### src/rtl/polar_ring_pkg.sv
// Shared types and helpers for the polar ring sequencer.
// Holds default sizes, FSM state encodings and circular-pointer arithmetic.
package polar_ring_pkg;

    localparam int AW_DEF      = 10;
    localparam int MAX_OUT_DEF = 4;

    typedef enum logic [1:0] {
        I_IDLE  = 2'd0,
        I_RDX   = 2'd1,
        I_RDY   = 2'd2,
        I_OFFER = 2'd3
    } in_state_t;

    typedef enum logic [1:0] {
        O_IDLE = 2'd0,
        O_WR_R = 2'd1,
        O_WR_T = 2'd2
    } out_state_t;

    // Words between consumer and producer, modulo 2^aw.
    function automatic logic [15:0] ring_used(
        input logic [15:0] head,
        input logic [15:0] tail,
        input int          aw
    );
        logic [15:0] mask;
        mask = 16'((32'd1 << aw) - 32'd1);
        return (head - tail) & mask;
    endfunction

    // Writable words; one slot stays empty so full != empty.
    function automatic logic [15:0] ring_free(
        input logic [15:0] head,
        input logic [15:0] tail,
        input int          aw
    );
        logic [15:0] mask;
        mask = 16'((32'd1 << aw) - 32'd1);
        return (tail - head - 16'd1) & mask;
    endfunction

endpackage

### src/rtl/polar_ring_writer.sv
// Output FSM: captures one (r,theta) result and writes it to obuf as two words.
// Ports: Clk/Rst, Pending (results owed), Rsp* handshake, obuf port B, ObufHead, PairCount, Done, Active.
module polar_ring_writer
    import polar_ring_pkg::*;
#(
    parameter int AW = AW_DEF
) (
    input  logic          Clk,
    input  logic          Rst,
    input  logic          Pending,
    input  logic          RspValid,
    output logic          RspReady,
    input  logic [31:0]   RspR,
    input  logic [31:0]   RspTheta,
    output logic          ObufWe,
    output logic [AW-1:0] ObufAddr,
    output logic [31:0]   ObufData,
    output logic [AW-1:0] ObufHead,
    output logic [15:0]   PairCount,
    output logic          Done,
    output logic          Active
);

    out_state_t    st_q, st_d;
    logic [31:0]   r_q, t_q;
    logic [AW-1:0] head_q;
    logic [15:0]   cnt_q;
    logic          take;

    assign take      = (st_q == O_IDLE) && RspValid && Pending;
    assign ObufAddr  = head_q;
    assign ObufHead  = head_q;
    assign PairCount = cnt_q;
    assign Active    = (st_q != O_IDLE);

    always_comb begin
        st_d     = st_q;
        RspReady = 1'b0;
        ObufWe   = 1'b0;
        ObufData = 32'd0;
        Done     = 1'b0;
        unique case (st_q)
            O_IDLE: begin
                RspReady = Pending;
                if (take) st_d = O_WR_R;
            end
            O_WR_R: begin
                ObufWe   = 1'b1;
                ObufData = r_q;
                st_d     = O_WR_T;
            end
            O_WR_T: begin
                ObufWe   = 1'b1;
                ObufData = t_q;
                Done     = 1'b1;
                st_d     = O_IDLE;
            end
            default: st_d = O_IDLE;
        endcase
    end

    always_ff @(posedge Clk) begin
        if (Rst) begin
            st_q   <= O_IDLE;
            r_q    <= 32'd0;
            t_q    <= 32'd0;
            head_q <= '0;
            cnt_q  <= 16'd0;
        end else begin
            st_q <= st_d;
            if (take) begin
                r_q <= RspR;
                t_q <= RspTheta;
            end
            if (ObufWe) head_q <= head_q + 1'b1;
            if (Done)   cnt_q  <= cnt_q + 16'd1;
        end
    end

endmodule

### src/rtl/polar_ring_sequencer.sv
// Moves (x,y) pairs from ibuf to the accelerator and (r,theta) results to obuf.
// Ports: Clk/Rst/SftRst, ibuf read port + pointers, obuf write port + pointers, Req/Rsp handshakes, Busy, PairCount.
module polar_ring_sequencer
    import polar_ring_pkg::*;
#(
    parameter int AW      = AW_DEF,
    parameter int MAX_OUT = MAX_OUT_DEF
) (
    input  logic          Clk,
    input  logic          Rst,
    input  logic          SftRst,
    input  logic [AW-1:0] IbufHead,
    output logic [AW-1:0] IbufTail,
    output logic [AW-1:0] IbufAddr,
    input  logic [31:0]   IbufData,
    input  logic [AW-1:0] ObufTail,
    output logic [AW-1:0] ObufHead,
    output logic          ObufWe,
    output logic [AW-1:0] ObufAddr,
    output logic [31:0]   ObufData,
    output logic          ReqValid,
    input  logic          ReqReady,
    output logic [31:0]   ReqX,
    output logic [31:0]   ReqY,
    input  logic          RspValid,
    output logic          RspReady,
    input  logic [31:0]   RspR,
    input  logic [31:0]   RspTheta,
    output logic          Busy,
    output logic [15:0]   PairCount
);

    logic          rst;
    in_state_t     in_q, in_d;
    logic [AW-1:0] tail_q;
    logic [3:0]    out_q;
    logic [15:0]   avail, free;
    logic [4:0]    need;
    logic          go, inc, dec, wr_active;

    assign rst = Rst | SftRst;

    assign avail = ring_used(16'(IbufHead), 16'(tail_q), AW);
    assign free  = ring_free(16'(ObufHead), 16'(ObufTail), AW);
    // Reserve room for every result in flight plus the pair about to issue.
    assign need  = {out_q, 1'b0} + 5'd2;
    assign go    = (avail >= 16'd2)
                && (out_q < 4'(MAX_OUT))
                && (free >= {11'd0, need});

    assign IbufTail = tail_q;
    assign IbufAddr = tail_q;
    assign ReqValid = (in_q == I_OFFER);
    assign inc      = (in_q == I_OFFER) && ReqReady;
    assign Busy     = (in_q != I_IDLE) || wr_active || (out_q != 4'd0);

    always_comb begin
        in_d = in_q;
        unique case (in_q)
            I_IDLE:  if (go) in_d = I_RDX;
            I_RDX:   in_d = I_RDY;
            I_RDY:   in_d = I_OFFER;
            I_OFFER: if (ReqReady) in_d = I_IDLE;
            default: in_d = I_IDLE;
        endcase
    end

    always_ff @(posedge Clk) begin
        if (rst) begin
            in_q   <= I_IDLE;
            tail_q <= '0;
            ReqX   <= 32'd0;
            ReqY   <= 32'd0;
            out_q  <= 4'd0;
        end else begin
            in_q <= in_d;
            // Tail steps past x on IDLE exit and past y in RDX.
            if ((in_q == I_IDLE && go) || in_q == I_RDX)
                tail_q <= tail_q + 1'b1;
            if (in_q == I_RDX) ReqX <= IbufData;
            if (in_q == I_RDY) ReqY <= IbufData;
            unique case ({inc, dec})
                2'b10:   out_q <= out_q + 4'd1;
                2'b01:   out_q <= out_q - 4'd1;
                default: out_q <= out_q;
            endcase
        end
    end

    polar_ring_writer #(.AW(AW)) u_writer (
        .Clk       (Clk),
        .Rst       (rst),
        .Pending   (out_q != 4'd0),
        .RspValid  (RspValid),
        .RspReady  (RspReady),
        .RspR      (RspR),
        .RspTheta  (RspTheta),
        .ObufWe    (ObufWe),
        .ObufAddr  (ObufAddr),
        .ObufData  (ObufData),
        .ObufHead  (ObufHead),
        .PairCount (PairCount),
        .Done      (dec),
        .Active    (wr_active)
    );

endmodule
### config.mk
export PLATFORM = sky130hd
export DESIGN_NAME = polar_ring_sequencer
export DESIGN_NICKNAME = d
export VERILOG_FILES = /design/src/rtl/polar_ring_pkg.sv /design/src/rtl/polar_ring_writer.sv /design/src/rtl/polar_ring_sequencer.sv
export SDC_FILE = /design/constraint.sdc
export NUM_CORES = 1
export LEC_CHECK = 0
export CAP_MARGIN = 20
export CORE_AREA = 2 2 128 224
export DETAILED_ROUTE_END_ITERATION = 6
export DIE_AREA = 0 0 130 226
export PLACE_DENSITY = 0.68
export REMOVE_ABC_BUFFERS = 1
export SLEW_MARGIN = 40
export SYNTH_ARGS = -nofsm -noshare
export SYNTH_HDL_FRONTEND = slang
export SYNTH_SLANG_ARGS = --single-unit
### constraint.sdc
create_clock -name Clk -period 5.7 [get_ports Clk]
set_clock_uncertainty 0.15 [all_clocks]
set_input_delay 1.14 -clock Clk [delete_from_list [all_inputs] [get_ports Clk]]
set_output_delay 1.14 -clock Clk [all_outputs]
set_load 0.02 [all_outputs]
==> results.json, run 1 <==
{
  "clock-sinks": 172,
  "critPathLaunch": "ObufTail[0]",
  "ios": 277,
  "final-max-slew-violation-count": 0,
  "crit_required_ns": 5.87,
  "holdCritPathClass": "register to register",
  "layout_setup_ws_ns": 1.00,
  "async_reset_ff_share_pct": 0,
  "numCtsBuffers": 17,
  "portBuffers": 276,
  "rows": 81,
  "worst_path_most_repeated_cell": "ha_1",
  "cts_tree": "built",
  "clockPowerShare_pct": 45.4,
  "reg2reg_slack_ns": 1.70,
  "endpoint_kind": "register",
  "ys_area_um2": 8200,
  "initCoreUtil_pct": 29.6,
  "top_power_group": "clock",
  "drt-pass1-iter-count": 4,
  "cts_hold_buf": 0,
  "clk_pin_slew_ns": 0.07,
  "holdPathEnd": "u_writer.t_q[19]",
  "lay_top_count": "clkdlybuf4s50_1",
  "ys_top_cells_by_area": "dfxtp_1 (42%), mux2i_1 (9.4%), nand2_1 (7.9%)",
  "final_area_um2": 11800,
  "ys_ff": 172,
  "common_cells": "dfxtp_1 (172), nand2_1 (172), nor2_1 (100)",
  "grt_max_degree": 89,
  "mappedNetlistArea_um2": 8200,
  "edf_count": 0,
  "setup_violations": 0,
  "crit_slowest_cell": "clkdlybuf4s50_1",
  "pwr-share-comb_pct": 10.1,
  "holdWs_ns": 0.304,
  "root_buffer": "clkbuf_16",
  "area_delta_synth_final_pct": 44.2,
  "powerClk_mw": 1.24,
  "ys_warn_count": 0,
  "path_depth": 16,
  "nets": 1358,
  "period_minus_slack_ns": 4.70,
  "rsz0062_at_grt": "no",
  "grt_pass1_vias": 7312,
  "place_ws_ns": 0.550,
  "crit_type": "input pin to register",
  "p_comb_mw": 0.276,
  "ys.flop_type": "dfxtp_1",
  "synth_cell_types": 54,
  "cts_buffer_depth": 2,
  "warnings": 34,
  "adder_share_pct": 6.13,
  "p_leak_nw": 3.87,
  "tightest_slew_ns": 0.712,
  "crit_family": "AND-OR/OR-AND gates",
  "clock_latency_ns": 0.44,
  "seq_power_mw": 1.22,
  "synthCells": 970,
  "vias_per_cell": 4.73,
  "hp-start": "u_writer.t_q[19]",
  "startpoint_type": "input pin",
  "critPathBufInv": 2,
  "p_switching_mw": 0.647,
  "syn_area_per_cell_um2": 8.46,
  "largest_area_cell": "dfxtp_1",
  "critPathMaxStageDelay_ns": 0.47,
  "htree_levels": 4,
  "r2r.worst_path.cells": 16,
  "drive_above_1_share_pct": 4.38,
  "antenna_left": 0,
  "p_int_mw": 2.09,
  "rr_endpoint": "IbufAddr[6]",
  "yosys.area_share.xor_xnor_pct": 3.63,
  "place_area_um2": 11200,
  "max_freq_ghz": 0.213,
  "most-common-layout-cells": "clkdlybuf4s50_1 (276), dfxtp_1 (172), nand2_1 (171)",
  "holdPathStages": 2,
  "gp_congestion": 0.854,
  "drc": 0,
  "r2r_start": "u_writer.ObufAddr[0]",
  "cts-resized-gates": 0,
  "logic_family": "simple AND/OR/NAND/NOR gates",
  "timing.critical_path.to": "IbufAddr[6]",
  "seqPwrFrac_pct": 44.5,
  "dieArea_um2": 29400,
  "swShare_pct": 23.7,
  "simple_gate_share_pct": 19.6,
  "crit_fanout": 12,
  "timing.final.crit_share_pct": 82.4,
  "status": "complete, no violations",
  "finish.utilization_pct": 42.8,
  "hpwlAfterDp_mm": 17.7,
  "yosys.area.top_type_share_pct": 42.0,
  "hold_viol": 0,
  "critPathArrivalTime_ns": 4.86,
  "initialDrtViolationCount": 278,
  "mux_share_pct": 9.53,
  "slew_headroom_pct": 52.1,
  "grt_pass1_wl_mm": 37.8,
  "antenna_found_initial": 1,
  "compound_area_share_pct": 13.1,
  "setup_tns_ns": 0,
  "cap_violations": 0,
  "cts_setup_buffers": 0,
  "ys_seq_share_pct": 42.0,
  "power.density_nw_per_um2": 231,
  "yosysCellCount": 970,
  "crit_chain": "clkdlybuf4s50_1 -> ha_1 -> inv_1 -> fa_1 -> nand2b_2 -> nand2_1 -> a21oi_1 -> xnor2_1 -> ha_1 -> a221oi_1 -> o311ai_0 -> a2111o_1 -> o41a_1 -> o211ai_2 -> a2111oi_0 -> mux2i_1",
  "grt_overflow_total": 0
}
-- run 1: per-layer routing --
layer  vias to the layer above  wire (um)  share of wire [%]  global-route usage, %
li1                       3708          -                  -                      -
met1                      3564       9180                 38                   17.4
met2                       179      13500                 55                   30.6
met3                        42        978                4.0                   3.51
met4                         0        850                3.5                   8.53
met5                         -          0                  0                      0
-- run 1: area by class of cell --
class,count,area [um2]
repair buffers,284,2870
clock inverters,12,160
multi-input cells,688,4290
inverters,35,131
well taps,373,467
flip-flops and latches,172,3440
diodes,1,2.50
clock buffers,20,467
fillers,2706,15800
-- run 1: per-stage QoR --
stage          instances  power, mW
2_1_floorplan        895       1.37
3_5_place_dp        1552       1.52
6_report            1585       2.74
4_1_cts             1584       2.77
3_3_place_gp        1550       1.51
5_1_grt             1585       2.83
**Run 1: wiring by layer**

The bar under the picture is 50 um long. Two of the layers only.
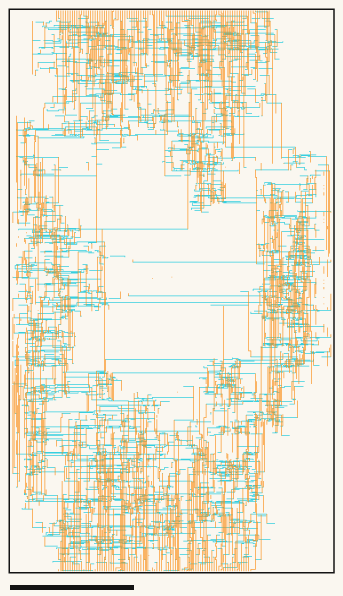
- cyan: metal 1 (wire length 9180 um)
- orange: metal 2 (wire length 13500 um)
GRT Overall Usage: 16.6%
routed length per placed instance: 15.4 um
Via Count: 7493
DRT Wirelength: 24.5 mm

**Run 1: M3 wires**

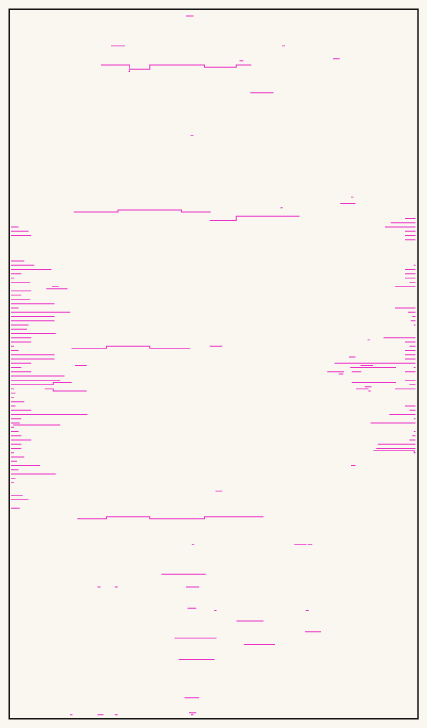
- wire length on this layer: 978 um
- share of all routed wire: 4.0%
- longest straight run: 25.5 um
- main direction: horizontal
- nets with wire on the layer: 127

**Run 1: PDN straps and rails**

The bar under the picture is 50 um long. Pins as bars on the die edge.
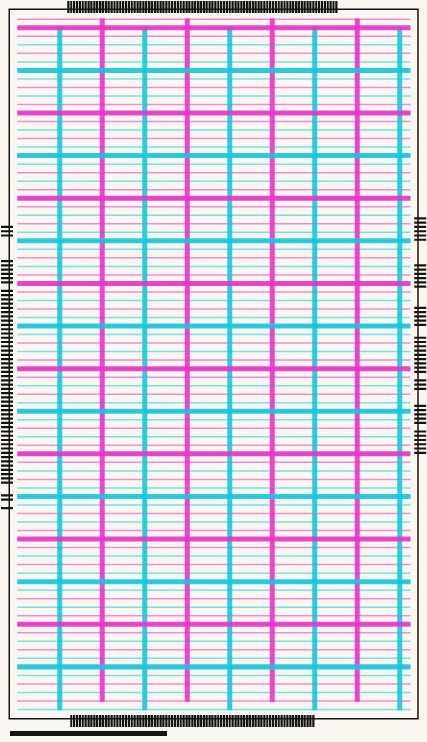
- cyan: VSS
- magenta: VDD
- rows: 81
- met5 straps: 16
- met4 straps: 9
peak supply drop: 0.190 mV
Die Y: 226 um
Chip Width: 130 um
core area: 27700 um2

**Run 1: M2 wires**

The bar under the picture is 50 um long.
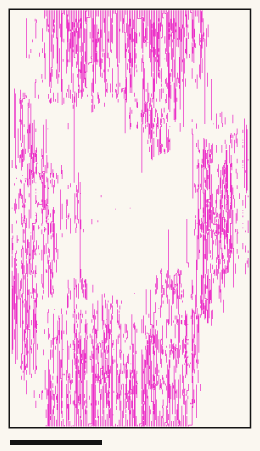
- longest straight run: 63.4 um
- main direction: vertical
- nets with wire on the layer: 1155
- share of all routed wire: 55%

**Run 1: clock wiring as the flow saved it**

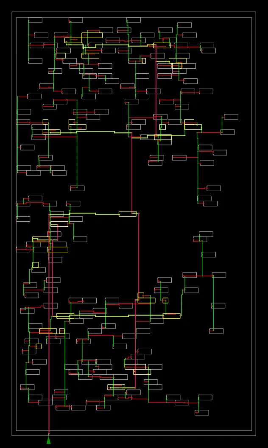

==> run 1 -> run 2 <==
==> constraint.sdc (replaced) <==
create_clock -name Clk -period 4.8 [get_ports Clk]
set_clock_uncertainty 0.15 [all_clocks]
set_input_delay 0.96 -clock Clk [delete_from_list [all_inputs] [get_ports Clk]]
set_output_delay 0.96 -clock Clk [all_outputs]
set_load 0.02 [all_outputs]
**Run 2: clock wiring as the flow saved it**

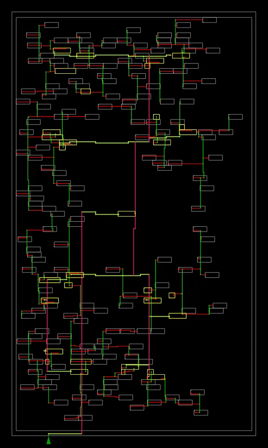
clock group power: 1.52 mW
TritonCTS Buffers: 17

==> run 2 against run 1 <==
  * Global-route usage increased by 0.090 points
  * Highest routed layer unchanged
  * Synthesized area unchanged
  * Sequential share of layout area about the same
  * Flip-flop count unchanged
  * Die area is the same
  * Worst setup slack got worse by 0.71 ns
  * Register-to-register slack worse by 0.90 ns
  * Largest cell class unchanged
  * Cell count up 0.25%
  * Cell area hardly changed
  * Critical path depth unchanged
  * Clock power is 23% higher
  * First-iteration DRC count up 19%
==> results.json, run 2 <==
{
  "rr_endpoint": "IbufAddr[6]",
  "power.density_nw_per_um2": 278,
  "peakVddDrop_mv": 0.199,
  "p_switching_mw": 0.779,
  "layout_setup_ws_ns": 0.289,
  "drt-pass1-iter-count": 4,
  "cts_buffer_depth": 2,
  "grtUsageTotal_pct": 16.7,
  "hold_viol": 0,
  "critPathLaunch": "ObufTail[0]",
  "r2r.worst_path.cells": 16,
  "crit_type": "input pin to register",
  "common_cells": "dfxtp_1 (172), nand2_1 (172), nor2_1 (100)",
  "dpl.cell_count": 1554,
  "warnings": 34,
  "ys_ff": 172,
  "cts_hold_buf": 0,
  "wl_mm": 24.5,
  "htree_levels": 4,
  "place_ws_ns": -0.134,
  "chipHeight_um": 226,
  "startpoint_type": "input pin",
  "use_met3_pct": 3.96,
  "gp_congestion": 0.856,
  "seqPwrFrac_pct": 43.9,
  "crit_fanout": 11,
  "cap_violations": 0,
  "mappedNetlistArea_um2": 8200,
  "holdPathStages": 2,
  "crit_required_ns": 4.96,
  "logic_family": "simple AND/OR/NAND/NOR gates",
  "ys_top_cells_by_area": "dfxtp_1 (42%), mux2i_1 (9.4%), nand2_1 (7.9%)",
  "p_leak_nw": 3.88,
  "status": "complete, no violations",
  "reg2reg_slack_ns": 0.80,
  "most-common-layout-cells": "clkdlybuf4s50_1 (276), dfxtp_1 (172), nand2_1 (171)",
  "grt_pass1_wl_mm": 38.1,
  "clock-sinks": 172,
  "pwr-share-comb_pct": 9.8,
  "ios": 277,
  "cts_setup_buffers": 0,
  "yosys.area.top_type_share_pct": 42.0,
  "syn_area_per_cell_um2": 8.46,
  "grt_overflow_total": 0,
  "die_w_um": 130,
  "edf_count": 0,
  "p_comb_mw": 0.323,
  "drc": 0,
  "rsz0062_at_grt": "no",
  "finish.utilization_pct": 42.7,
  "hp-start": "u_writer.r_q[21]",
  "synthCells": 970,
  "wirelength_met1_mm": 8.93,
  "core_area_um2": 27700,
  "yosys.area_share.xor_xnor_pct": 3.63,
  "drive_above_1_share_pct": 4.53,
  "largest_area_cell": "dfxtp_1",
  "synth_cell_types": 54,
  "ys_warn_count": 0,
  "logic_area_um2": 4280,
  "global_route.usage.met2_pct": 31.1
}
## run 2: area by class of cell
cell class	count	area share (%)
Antenna cell	3	0.0635
Clock inverter	14	1.71
Inverter	35	1.11
Tap cell	373	3.95
Multi-Input combinational cell	688	36.2
Timing Repair Buffer	286	24.1
Clock buffer	18	3.72
Sequential cell	172	29.1
## run 2: critical path: stages
cell             delay [ns]
clkdlybuf4s50_1        0.47
ha_1                   0.17
inv_1                  0.06
fa_1                   0.39
nand2b_2               0.20
nand2_1                0.06
a21oi_1                0.07
xnor2_1                0.13
ha_1                   0.31
a221oi_1               0.28
o311ai_0               0.18
a2111o_1               0.43
o41a_1                 0.33
o211ai_2               0.22
a2111oi_0              0.24
mux2i_1                0.16
==> run 2 -> run 3 <==
--- a/config.mk
+++ b/config.mk
@@ -11,6 +11,7 @@
 export DIE_AREA = 0 0 130 226
 export PLACE_DENSITY = 0.68
 export REMOVE_ABC_BUFFERS = 1
+export SKIP_LAST_GASP = 1
 export SLEW_MARGIN = 40
 export SYNTH_ARGS = -nofsm -noshare
 export SYNTH_HDL_FRONTEND = slang
**Run 3: wiring by layer**

The bar under the picture is 50 um long. Two of the layers only.
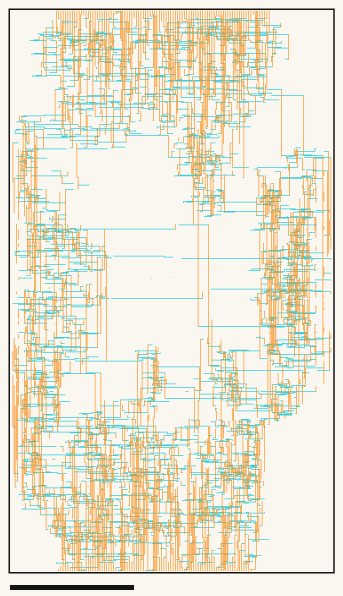
- orange: metal 2 (wire length 13700 um)
- cyan: metal 1 (wire length 8930 um)
routed length per placed instance: 15.4 um
GRT Overall Usage: 16.7%
DRT Wirelength: 24.5 mm
Via Count: 7482

==> run 3 against run 2 <==
  * Non-clock buffer count unchanged
  * Flip-flop count unchanged
  * Combinational power about the same
  * Largest power group unchanged
  * Largest cell class unchanged
  * Hold slack did not move
  * Maximum frequency unchanged
  * Critical path depth is the same
  * Power unchanged
  * Core utilization unchanged
  * Via count did not move
  * First-iteration DRC count stayed put
  * Clock power hardly changed
  * Cell area unchanged
==> results.json, run 3 <==
{
  "seqPwrFrac_pct": 43.9,
  "clk_pin_slew_ns": 0.07,
  "cts_setup_buffers": 0,
  "crit_type": "input pin to register",
  "final_area_um2": 11800,
  "holdCritPathClass": "register to register",
  "hpwlAfterDp_mm": 17.7,
  "final-max-slew-violation-count": 0,
  "buffers": 286,
  "clock_latency_ns": 0.44,
  "rsz0062_at_grt": "no",
  "nets": 1360,
  "grt_max_degree": 85,
  "crit_fanout": 11,
  "ys_seq_share_pct": 42.0,
  "root_buffer": "clkbuf_16",
  "fin_cells": 1589,
  "layout_setup_ws_ns": 0.289,
  "ys.flop_type": "dfxtp_1",
  "crit_chain": "clkdlybuf4s50_1 -> ha_1 -> inv_1 -> fa_1 -> nand2b_2 -> nand2_1 -> a21oi_1 -> xnor2_1 -> ha_1 -> a221oi_1 -> o311ai_0 -> a2111o_1 -> o41a_1 -> o211ai_2 -> a2111oi_0 -> mux2i_1",
  "drt-pass1-iter-count": 4,
  "nClkBuffers": 18,
  "syn_area_per_cell_um2": 8.46,
  "hold_viol": 0,
  "nWellTaps": 373,
  "portBuffers": 276,
  "crit_family": "AND-OR/OR-AND gates",
  "seq_power_mw": 1.44,
  "grt_overflow_total": 0,
  "reg2reg_slack_ns": 0.80,
  "die_w_um": 130,
  "path_depth": 16,
  "status": "complete, no violations",
  "period_minus_slack_ns": 4.51,
  "top_area_cell_class": "combinational gates",
  "critPathLaunch": "ObufTail[0]",
  "peakVddDrop_mv": 0.199,
  "setup_violations": 0,
  "p_int_mw": 2.51,
  "edf_count": 0,
  "setup_tns_ns": 0,
  "rows": 81,
  "vias_per_cell": 4.71,
  "swShare_pct": 23.7,
  "drive_above_1_share_pct": 4.53,
  "crit_slowest_cell": "clkdlybuf4s50_1",
  "power.density_nw_per_um2": 278,
  "worst_path_most_repeated_cell": "ha_1",
  "cts_buffer_depth": 2,
  "clockPowerShare_pct": 46.2,
  "grt_pass1_vias": 7366,
  "ys_area_um2": 8200,
  "place_area_um2": 11200,
  "grt_pass1_wl_mm": 38.1,
  "logic_gates": 688,
  "drc": 0,
  "tightest_slew_ns": 0.785,
  "pwr-share-comb_pct": 9.8,
  "startpoint_type": "input pin",
  "p_total_mw": 3.29,
  "ys_top_cells_by_area": "dfxtp_1 (42%), mux2i_1 (9.4%), nand2_1 (7.9%)",
  "n_all_inverters": 35,
  "powerClk_mw": 1.52,
  "holdPathEnd": "u_writer.r_q[21]",
  "rr_endpoint": "IbufAddr[6]",
  "lay_top_count": "clkdlybuf4s50_1",
  "dieArea_um2": 29400,
  "hp-start": "u_writer.r_q[21]"
}
-- run 3: cell counts after synthesis --
No cell type changed its count.
-- run 3: logic make-up (layout without fill, tap and decap cells) --
kind of cell | count (synthesis) | after routing | synth area share [%]
adder cells (fa/ha/maj) | 39 | 39 | 6.13
other | 0 | 3 | 0
AND/OR/NAND/NOR | 366 | 366 | 19.6
XOR/XNOR | 34 | 34 | 3.63
flip-flops | 172 | 172 | 42.0
buffers and inverters | 110 | 353 | 6.06
multiplexers | 78 | 78 | 9.53
AND-OR/OR-AND | 171 | 171 | 13.1
-- run 3: metal layers --
metal | vias to the layer above | GRT usage, % | share of wire [%]
met1 | 3521 | 16.9 | 36
met2 | 198 | 31.1 | 56
met4 | 0 | 8.74 | 3.5
met5 | - | 0 | 0
met3 | 43 | 3.96 | 4.5
li1 | 3720 | - | -
Power figures rest on the tool's default switching activity, not on a simulated workload.
